==> config.mk <==
export PLATFORM = sky130hd
export DESIGN_NAME = if_fetch_ctrl_flat
export DESIGN_NICKNAME = d
export VERILOG_FILES = /design/src/rtl/if_fetch_ctrl_if.sv /design/src/rtl/if_fetch_ctrl.sv /design/src/flat_wrapper.sv
export SDC_FILE = /design/constraint.sdc
export NUM_CORES = 1
export LEC_CHECK = 0
export CORE_UTILIZATION = 47
export CTS_BUF_LIST = sky130_fd_sc_hd__clkbuf_4 sky130_fd_sc_hd__clkbuf_8
export DETAILED_ROUTE_END_ITERATION = 8
export PLACE_DENSITY = 0.79
export SKIP_LAST_GASP = 1
export SYNTH_ARGS = -nofsm -noshare
export SYNTH_HDL_FRONTEND = slang
export SYNTH_SLANG_ARGS = --single-unit
==> constraint.sdc <==
create_clock -name clk -period 1.8 [get_ports clk]
set_input_delay 0.18 -clock clk [delete_from_list [all_inputs] [get_ports clk]]
set_output_delay 0.18 -clock clk [all_outputs]
set_load 0.05 [all_outputs]
m3.png
The bar under the picture is 50 µm long.
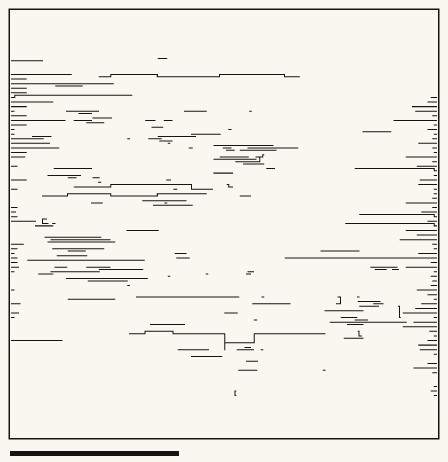
- longest straight run: 44.9 µm
- nets with wire on the layer: 180
- share of all routed wire: 6.8%
- main direction: horizontal
via total after detailed routing: 7604
total wirelength of the detailed-routed design: 21840 µm

m4.png
Supply wires on this layer in gray.
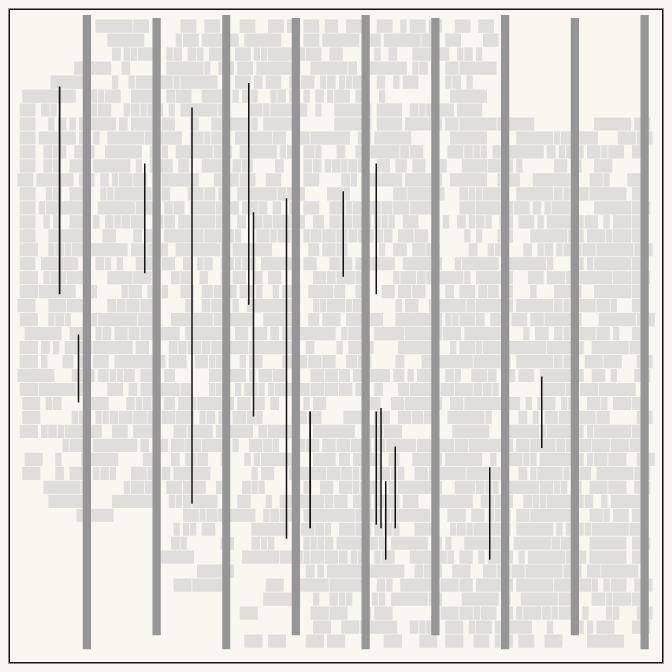
- nets with wire on the layer: 14
- share of all routed wire: 2.2%
- main direction: vertical

placed.png
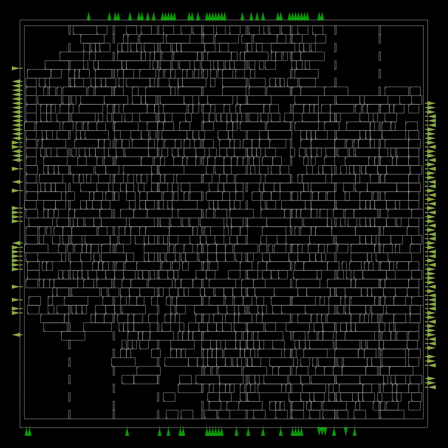
layout filler cell count: 1273
number of well-tap cells placed: 188
fraction of the core area covered by cells at the end of the flow: 67.43%

==> impl_metrics.env <==
# implementation run metrics
export IMPL_finish_instance_area_mm2=0.01025
export IMPL_edff_count_synth=0
export IMPL_yosys_dominant_comb_family="AND-OR/OR-AND gates"
export IMPL_synth_area_mm2=0.007333
export IMPL_met3_length_um=1482
export IMPL_nClkBuffers=21
export IMPL_rsz0062_at_grt="yes"
export IMPL_fin_tns_setup_ns=0
export IMPL_post_synth_inst_count=924
export IMPL_placement_rows=45
export IMPL_antenna_diode_count=0
export IMPL_cp_num_buf_inv=1
export IMPL_layout_cells_most_common="sky130_fd_sc_hd__nand2_1"
export IMPL_switching_share_pct=31.03
export IMPL_timing_critical_path_cells="nor2b_1, o32a_4, a211oi_1, buf_4, o41ai_2, a32o_1"
export IMPL_synth_largest_type_area_fraction_pct=44.50
export IMPL_vdd_ir_drop_max_uv=412.1
export IMPL_grt_met1_usage_pct=32.74
export IMPL_async_reset_ff_share_pct=0
export IMPL_timing_final_crit_share_pct=97.33
export IMPL_ioPinCount=168
export IMPL_fin_ws_ns=0.04805
export IMPL_postPlaceCellArea_mm2=0.009833
export IMPL_ys_cells=924
export IMPL_flop_cell="sky130_fd_sc_hd__dfxtp_1"
export IMPL_tightest_hold_check_type="primary input to flop"
export IMPL_final_net_count=1204
export IMPL_tritoncts_num_buffers=17
export IMPL_final_hold_viol_count=0
export IMPL_fin_crit_ns=1.752
export IMPL_wl_met2_um=10730
export IMPL_final_setup_skew_ns=0.01073
export IMPL_power_largest_group="registers"
export IMPL_hpwl_um=15260
export IMPL_drt_iter0_markers=518
export IMPL_maxUsedRoutingLayer="met4"
export IMPL_relSlewSlack_pct=64.05
export IMPL_crit_required_ns=2.16
export IMPL_largest_class="logic gates"
export IMPL_yosys_area_share_simple_pct=22.64
export IMPL_ys_top_cells_by_count="sky130_fd_sc_hd__nand2_1 (230), sky130_fd_sc_hd__dfxtp_1 (163), sky130_fd_sc_hd__a21oi_1 (112)"
export IMPL_worst_hold_depth=3
export IMPL_gr_max_usage_layer="met2"
export IMPL_cts_tree="yes"
export IMPL_timing_worst_slew_pin_value_ns=0.5415
export IMPL_reg2reg_depth=6
export IMPL_core_area_mm2=0.01520
export IMPL_setup_violations_final=0
export IMPL_clkLatencyLatePin_ns=0.47
export IMPL_netSwitchingPower_mw=2.480
export IMPL_h_tree_depth=4
export IMPL_internal_power_mw=5.512
export IMPL_pg_comb_mw=1.60
export IMPL_clock_fmax_mhz=570.8
export IMPL_post_route_met1_wirelength_um=9157
export IMPL_pre_cts_ws_ns=-0.3158
export IMPL_place_gp_congestion=0.9507
export IMPL_cts_resized=83
export IMPL_xor_area_share_pct=0
export IMPL_cp_num_cells=6
export IMPL_gr_usage_total_pct=27.17
export IMPL_r2r_setup_slack_ns=0.05
export IMPL_cts_root_to_sink_buffers=2
export IMPL_met2_usage_grt_pct=47.22
export IMPL_post_synthesis_register_bit_count=163
export IMPL_cap_violations=0
export IMPL_buffer_area_share_pct=24.48
export IMPL_type_of_element_launching_the_critical_path="flop"
export IMPL_top_cells_by_area="sky130_fd_sc_hd__dfxtp_1 (44%), sky130_fd_sc_hd__nand2_1 (12%), sky130_fd_sc_hd__a21oi_1 (7.6%), sky130_fd_sc_hd__mux2i_1 (4.5%), sky130_fd_sc_hd__a211oi_1 (3.2%)"
export IMPL_powerDensity_mw_per_mm2=779.6
export IMPL_warnings=30
export IMPL_critical_path_arrival_ns=2.12
export IMPL_chip_area_mm2=0.01611
export IMPL_mux_area_share_pct=4.504
export IMPL_status="complete, no violations"
export IMPL_grt_antenna_before_repair=0
export IMPL_areaGrowthSynthToFinish_pct=39.79
export IMPL_grt_pass1_vias=7067
export IMPL_port_buffers=165
export IMPL_synth_warnings=0
export IMPL_synthDominantAreaCellType="sky130_fd_sc_hd__dfxtp_1"
export IMPL_clockPowerShare_pct=32.2
export IMPL_fa_ha_area_share_pct=0.1706
export IMPL_drcViolationCount=0
export IMPL_place_inst=1297
export IMPL_postSynthNetCount=994
export IMPL_post_route_ant_nets=0
export IMPL_synth_chip_area_mm2=0.007333
export IMPL_critical_path_slowest_cell="sky130_fd_sc_hd__o32a_4"
export IMPL_criticalPathCategory="flop to flop"
export IMPL_compound_area_share_pct=23.20
export IMPL_avgViaCountPerCell=5.696
export IMPL_combGateArea_mm2=0.003799
export IMPL_floorplan_core_util_pct=48.24
export IMPL_seq_power_share_pct=47.8
export IMPL_clock_area_share_pct=3.710
export IMPL_final_routed_wire_length_divided_by_cell_count_um=16.36
export IMPL_critical_path_peak_fanout=8
export IMPL_cts_hold_bufs=0
export IMPL_critPathCaptureType="flop"
export IMPL_total_global_routing_overflow=0
export IMPL_lay_top_cells="sky130_fd_sc_hd__nand2_1 (230), sky130_fd_sc_hd__dfxtp_1 (142), sky130_fd_sc_hd__a21oi_1 (110)"
export IMPL_grt_pass1_wl_um=34880
export IMPL_seq_cell_count=163
export IMPL_final_cell_count_no_fill=1335
export IMPL_power_leakage_nw=4.239
export IMPL_drv_slew=0
export IMPL_postCtsSetupBuffers=0
